==> config.mk <==
export PLATFORM = sky130hd
export DESIGN_NAME = rf_arbiter
export DESIGN_NICKNAME = d
export VERILOG_FILES = /design/src/rtl/rf_arbiter.sv
export SDC_FILE = /design/constraint.sdc
export NUM_CORES = 1
export LEC_CHECK = 0
export CAP_MARGIN = 20
export CELL_PAD_IN_SITES_DETAIL_PLACEMENT = 0
export CELL_PAD_IN_SITES_GLOBAL_PLACEMENT = 1
export CORE_ASPECT_RATIO = 0.7
export CORE_UTILIZATION = 16
export DETAILED_ROUTE_END_ITERATION = 10
export PLACE_DENSITY = 0.82
export SETUP_SLACK_MARGIN = 0.05
export SYNTH_ARGS = -nofsm -noshare
export SYNTH_HDL_FRONTEND = slang
export SYNTH_SLANG_ARGS = --single-unit
==> constraint.sdc <==
create_clock -name clk -period 2.4 [get_ports clk]
set_clock_uncertainty 0.1 [all_clocks]
set_input_delay 0.24 -clock clk [delete_from_list [all_inputs] [get_ports clk]]
set_output_delay 0.24 -clock clk [all_outputs]
set_load 0.01 [all_outputs]
Run 1, congestion heat map:
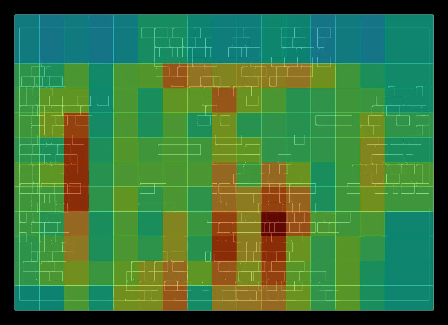
most utilized layer in the global route result: met2
GRT met3 Usage: 2.04%
gr usage total: 11.7%
GRT met2 Usage: 21.4%

Run 1, port wiring:
Scale bar: 20 um.
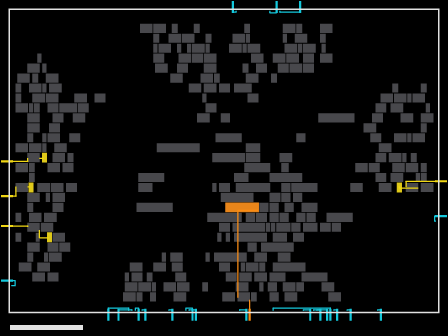
[yellow] ra1_0 | bits: 4 | direction: input | end cells: 4 | buffers: 4 | wire: 34.8 um
[orange] rvalid0 | bits: 1 | direction: output | end cells: 1 | buffers: 1 | wire: 32.2 um
[cyan] rd0_data | bits: 20 | direction: output | end cells: 0 | buffers: 0 | wire: 67.3 um
# IOs: 189
port buffer count: 108

Run 1, selected gate families:
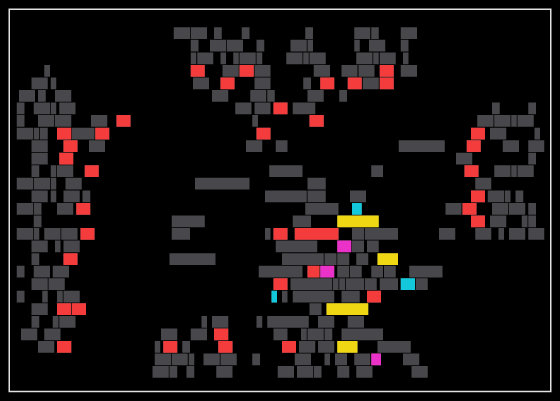
[red] aoi and oai cells | cells: 37 | where: widely spread
[cyan] nor cells | cells: 3
[magenta] and/or cells | cells: 3
[yellow] fa/ha/maj cells | cells: 4
Comb area share: 32.0%
Non-Filler Instances: 388
most instantiated logic cell after routing: clkdlybuf4s50_1

==> job_summary.md, run 1 <==
### Flow metrics

| Metric | Value |
|---|---|
| Routed met3 length | `359 um` |
| CP arrival | `2.05 ns` |
| Area leader share | `22.3%` |
| Slowest stage delay, CP | `0.42 ns` |
| First-pass GRT wire length | `8.45 mm` |
| Cell area leaders | `mux2i_1 (22%), buf_4 (21%), o2111ai_1 (19%), inv_1 (9.1%), dfrtp_1 (6.8%)` |
| CP Launch Type | `register` |
| Number of global-route vias before repair | `1,649` |
| Synth Warn # | `0` |
| Length of routed wiring on met1 | `2.52 mm` |
| Fin crit share | `99.7%` |
| Max Cap Viol | `0` |
| Post-synth seq share | `8.52%` |
| RSZ-0062 raised after global routing | `yes` |
| Xor+xnor area frac | `0%` |
| Worst Tran Pin Value | `0.337 ns` |
| Fillcell total | `939` |
| Compound-Gate Fraction of Synth Area | `23.5%` |
| TritonCTS clock tree | `done` |
| Yosys cell count | `185` |
| Status | `complete, no violations` |
| Std cell rows | `28` |
| Final net count | `385` |
| Syn nets | `301` |
| Ant diodes | `0` |
| Top achievable clock speed | `418 MHz` |
| Wirelength, routed | `5.64 mm` |
| CP Capture Type | `output port` |
| Synth mux share | `22.3%` |
| Netlist Area Pre-Place | `1480 um2` |
| Post-synth EDFFs | `0` |
| Synth-to-layout area growth | `77.0%` |
| Fin crit period | `2.39 ns` |
| Distinct cells, synth | `24` |
| Top logic family | `buffers and inverters` |
| Layout cells sized above 1 | `29.9%` |
| Yosys top cell by area | `mux2i_1` |
| HP Class | `in2async` |
| Log Warnings | `31` |
| Die Y | `82.5 um` |
| Fin. max-slew vios | `0` |
| Commonest cells in the netlist | `buf_4 (41), inv_1 (36), mux2i_1 (33), o2111ai_1 (33), buf_2 (8)` |
| Clk slew on worst S/H paths | `0.03 ns` |
| Hold Buf Count CTS | `0` |
| Yosys reg bits | `5` |
| Simple-gate share of the synthesized area | `3.46%` |
| Final setup vio count | `0` |
| DRT Pass-1 Iters | `3` |
| Post-Place Worst Slack | `-0.186 ns` |
| Clk Latency, worst-skew pair | `0.23 ns` |
| Initial antenna violation count | `0` |
| Drt wl/cell | `14.5 um` |
| Flop-to-flop setup slack | `0.65 ns` |
| DRT antenna net count | `0` |
| Syn Area/Cell | `8.01 um2` |
| H-tree Lvls | `1` |
| Final hold viol count | `0` |
| Die W | `117 um` |
| Routed vias | `1,621` |
| Fa+ha+maj area frac | `3.38%` |
| Register area | `126 um2` |
| Lkg Pwr | `1.35 nW` |
==> run 1: final cells by class <==
cell class              instances  share of cell area, %
repair buffers                138                   49.3
multi-input cells              85                   32.0
well taps                     120                   5.72
inverters                      36                   5.15
flip-flops and latches          5                   4.82
clock buffers                   4                   3.00
==> run 1: layout by cell type (no fill, tap or decap), types with 3 or more instances in the layout <==
| cell | instances |
|---|---|
| dfrtp_1 | 4 |
| mux2i_1 | 31 |
| inv_1 | 34 |
| buf_4 | 16 |
| buf_12 | 6 |
| buf_2 | 34 |
| buf_6 | 5 |
| o2111ai_1 | 33 |
| clkbuf_16 | 3 |
| clkdlybuf4s50_1 | 73 |
==> run 1: report_power, final <==
part | switching, mW | internal [mW] | total (mW)
sequential | 0.0134 | 0.103 | 0.116
combinational | 0.345 | 0.429 | 0.774
clock | 0.0605 | 0.221 | 0.281
total | 0.419 | 0.752 | 1.17
==> run 1: metal layers <==
layer | track usage, % | up-vias
li1 | - | 785
met3 | 2.04 | 6
met5 | 0 | -
met2 | 21.4 | 78
met1 | 13.8 | 752
met4 | 4.05 | 0
==> run 1: cell families (layout without fill, tap and decap cells) <==
kind of cell | count (synthesis) | after routing
adders and majority gates | 4 | 4
muxes | 33 | 33
DFF | 5 | 5
buffers and inverters | 95 | 178
AOI/OAI and AO/OA | 39 | 39
and+or+nand+nor | 9 | 9
==> run 1: critical path: cells and delay by family, from the launching register on <==
family / cells / cell delay, ns
AOI/OAI and AO/OA: 1 / 0.23
adders and majority gates: 1 / 0.16
buffers and inverters: 4 / 0.56
DFF: 1 / 0.42
muxes: 1 / 0.19
and+or+nand+nor: 1 / 0.26
==> run 1: stage by stage <==
stage	std cells	setup TNS [ns]	util, %	hold WS (ns)	cell area, um2
2_1_floorplan	185	0	-	-0.156	1480
3_3_place_gp	372	-4.35	28.6	0.380	2500
3_5_place_dp	372	-5.15	28.6	0.380	2500
4_1_cts	390	-0.488	30.6	0.350	2670
5_1_grt	388	-1.67	30.1	0.378	2620
6_report	388	0	30.1	0.341	2620
==> run 1: repair_timing <==
| item | in CTS | in global routing |
|---|---|---|
| gates cloned | 5 | 0 |
| setup buffers | 9 | 1 |
| pin swaps | 1 | 4 |
| setup endpoints to repair | 35 | 35 |
| hold endpoints to repair | 0 | 0 |
| gates resized | 150 | 8 |
Run 1, signal wires on met3:
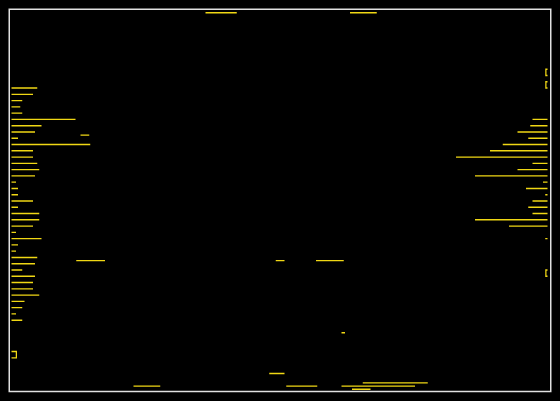

==> run 2, diff against run 1 <==
--- a/config.mk
+++ b/config.mk
@@ -5,13 +5,14 @@
 export SDC_FILE = /design/constraint.sdc
 export NUM_CORES = 1
 export LEC_CHECK = 0
+export ABC_AREA = 1
 export CAP_MARGIN = 20
 export CELL_PAD_IN_SITES_DETAIL_PLACEMENT = 0
 export CELL_PAD_IN_SITES_GLOBAL_PLACEMENT = 1
 export CORE_ASPECT_RATIO = 0.7
-export CORE_UTILIZATION = 16
+export CORE_UTILIZATION = 13
 export DETAILED_ROUTE_END_ITERATION = 10
-export PLACE_DENSITY = 0.82
+export PLACE_DENSITY = 0.79
 export SETUP_SLACK_MARGIN = 0.05
 export SYNTH_ARGS = -nofsm -noshare
 export SYNTH_HDL_FRONTEND = slang
Run 2, signal wires on met3:
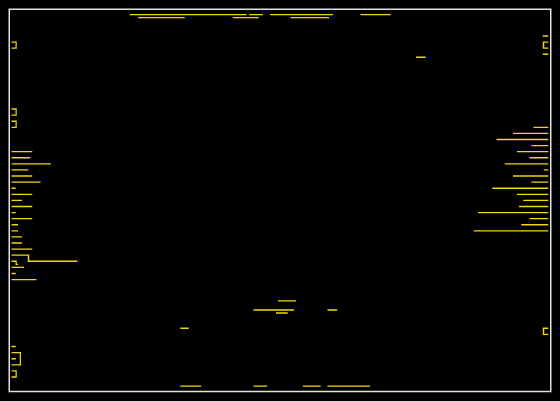
longest straight run: 25.8 um
nets with wire on the layer: 65
routed vias: 1,593
GRT met3 Usage: 2.22%
wirelength, routed: 5.19 mm

Run 2, congestion heat map:
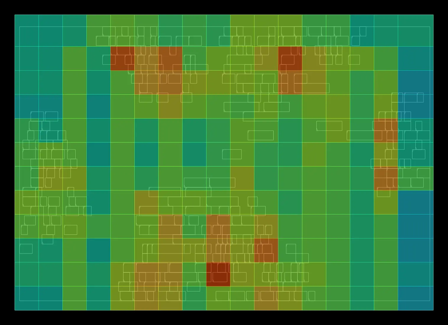
grt met1 use: 12.5%
GRT met2 Usage: 17.3%
gr usage total: 9.93%
drt wl/cell: 12.7 um

==> run 2 against run 1 <==
Compared with the run above:
- via count down 1.7%
- critical path type unchanged
- sequential share of layout area up 0.13 points
- count of clock-buffer cells in the layout unchanged
- critical path depth up 5
- final area down 2.7%
- total power up 99%
==> job_summary.md, run 2 <==
### Flow metrics

| Metric | Value |
|---|---|
| Slowest cell on crit path | `dfrtp_1` |
| Yosys cell count | `193` |
| Cell area leaders | `buf_4 (24%), nand3_1 (13%), nand2_1 (10%), o21ai_2 (8.2%), dfrtp_1 (7.8%)` |
| Status | `complete, no violations` |
| Number of global-route vias before repair | `1,577` |
| RSZ-0062 raised after global routing | `yes` |
| Ant diodes | `0` |
| H-tree Lvls | `1` |
| Fin. max-slew vios | `0` |
| Die Y | `85.0 um` |
| Port buffer count | `108` |
| Setup Crit Path Kind | `reg2out` |
| Synth Warn # | `0` |
| Crit-path max FO | `6` |
| Layout cells sized above 1 | `41.2%` |
| HP Class | `in2async` |
| Flop-to-flop setup slack | `0.84 ns` |
| Slowest stage delay, CP | `0.41 ns` |
| Yosys top cell by area | `buf_4` |
| Post-Place Worst Slack | `-0.157 ns` |
| Gpl congestion | `0.790` |
| # IOs | `189` |
| DRT Pass-1 Iters | `4` |
| Lkg Pwr | `1.09 nW` |
| CP Capture Type | `output port` |
| Yosys stat chip area | `1280 um2` |
| Syn nets | `309` |
| Area leader share | `24.0%` |
| Commonest cells in the netlist | `buf_4 (41), nand2_1 (35), nand3_1 (34)` |
| Fin crit period | `2.30 ns` |
| Post-synth EDFFs | `0` |
| Yosys reg bits | `5` |
| Flip-flop count of the largest register after layout | `2` |
| TritonCTS clock tree | `done` |
| Synth-to-layout area growth | `99.5%` |
| Clk slew on worst S/H paths | `0.03 ns` |
| Final Hold Slack | `0.301 ns` |
| Clk Latency, worst-skew pair | `0.22 ns` |
| Top Family by Delay on Critical Path | `buffers and inverters` |
| CP Launch Type | `register` |
| CP arrival | `1.96 ns` |
| Initial antenna violation count | `0` |
| Worst path required time | `2.06 ns` |
| DRC errors left | `0` |
| Top-count cell post-synth | `buf_4` |
| Hold Buf Count CTS | `0` |
| Detailed Route Iter0 Violations | `34` |
| Largest net degree at the start of global routing | `22` |
| Sink Count | `5` |
| Worst Tran Pin Value | `0.236 ns` |
| Core Box Area | `9330 um2` |
| Final hold viol count | `0` |
| Fillcell total | `1,006` |
| Post-synth seq share | `9.87%` |
| Most frequent cells in the layout | `clkdlybuf4s50_1 (72), nand3_1 (34), nand2_1 (27)` |
| Critical Path, Cell by Cell | `buf_6, inv_4, ha_4, nand2_2, nand2_2, nor2_4, nor2_4, buf_12, buf_12, buf_12, nand2_1, o21ai_1, buf_2` |
| Netlist Area Pre-Place | `1280 um2` |
| Final net count | `401` |
| DRT antenna net count | `0` |
| Max Cap Viol | `0` |
| Final setup vio count | `0` |
| Crit. path cell count | `13` |
| Fin crit share | `95.8%` |
| Buf+Inv Stages, Crit Path | `6` |
| Std cell rows | `29` |
| Log Warnings | `31` |
| Distinct cells, synth | `21` |
| Die W | `121 um` |
| Top achievable clock speed | `435 MHz` |
| Syn Area/Cell | `6.63 um2` |
| First-pass GRT wire length | `8.09 mm` |
| Most instantiated logic cell after routing | `clkdlybuf4s50_1` |
| Cts bufs inserted | `3` |
| Fp_density | `13.7%` |
| Post-synth ARST share | `100%` |
| Final setup margin | `0.100 ns` |
Run 2, port wiring:
Scale bar: 20 um.
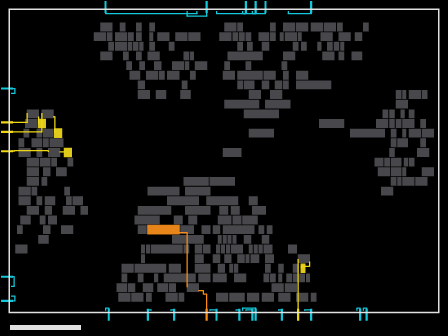
[orange] rvalid0 | bits: 1 | direction: output | end cells: 1 | buffers: 1 | wire: 25.5 um
[yellow] ra1_0 | bits: 4 | direction: input | end cells: 4 | buffers: 4 | wire: 58.3 um
[cyan] rd0_data | bits: 20 | direction: output | end cells: 0 | buffers: 0 | wire: 96.8 um

-- run 2: layout make-up --
type | count | area [um2] | area share (%)
Sequential cell | 5 | 126 | 4.95
Clock buffer | 4 | 78.8 | 3.09
Inverter | 8 | 32.5 | 1.27
Multi-Input combinational cell | 127 | 777 | 30.4
Tap cell | 124 | 155 | 6.08
Timing Repair Buffer | 140 | 1380 | 54.2
-- run 2: per-layer routing --
layer	global-route usage [%]	vias up	routed length [um]
li1	-	783	-
met1	12.5	732	2250
met2	17.3	74	2570
met3	2.22	4	354
met4	2.13	0	17
met5	0	-	0
-- run 2: through the flow --
stage	instances	cell area, um2	utilization (%)	power (mW)	setup TNS (ns)
after floorplan	193	1280	-	1.00	0
after global placement	389	2260	24.2	1.63	-2.77
after detailed placement	389	2260	24.2	1.64	-4.38
after CTS	408	2590	27.8	2.39	0
after global routing	408	2550	27.4	2.51	0
final	408	2550	27.4	2.34	0
-- run 2: where the power goes --
group          leakage, nW  switching, mW  internal, mW
clock network       0.0382         0.0514         0.220
logic                0.993          0.912          1.01
registers           0.0633         0.0202         0.121
-- run 2: timing repair --
| action | in CTS | in global routing |
|---|---|---|
| cloned | 6 | 0 |
| pin swaps | 3 | 4 |
| setup buffers | 9 | 1 |
| endpoints found under the setup margin | 35 | 29 |
| resized | 141 | 38 |
-- run 2: cell families (layout without fill, tap and decap cells) --
| logic type | after synthesis | after routing | share of synthesized area [%] |
|---|---|---|---|
| AND-OR/OR-AND | 35 | 35 | 17.2 |
| adder cells (fa/ha/maj) | 4 | 4 | 3.91 |
| AND/OR/NAND/NOR | 88 | 88 | 33.5 |
| buffers and inverters | 61 | 152 | 35.5 |
| flip-flops | 5 | 5 | 9.87 |
Power and IR drop assume default switching activity.
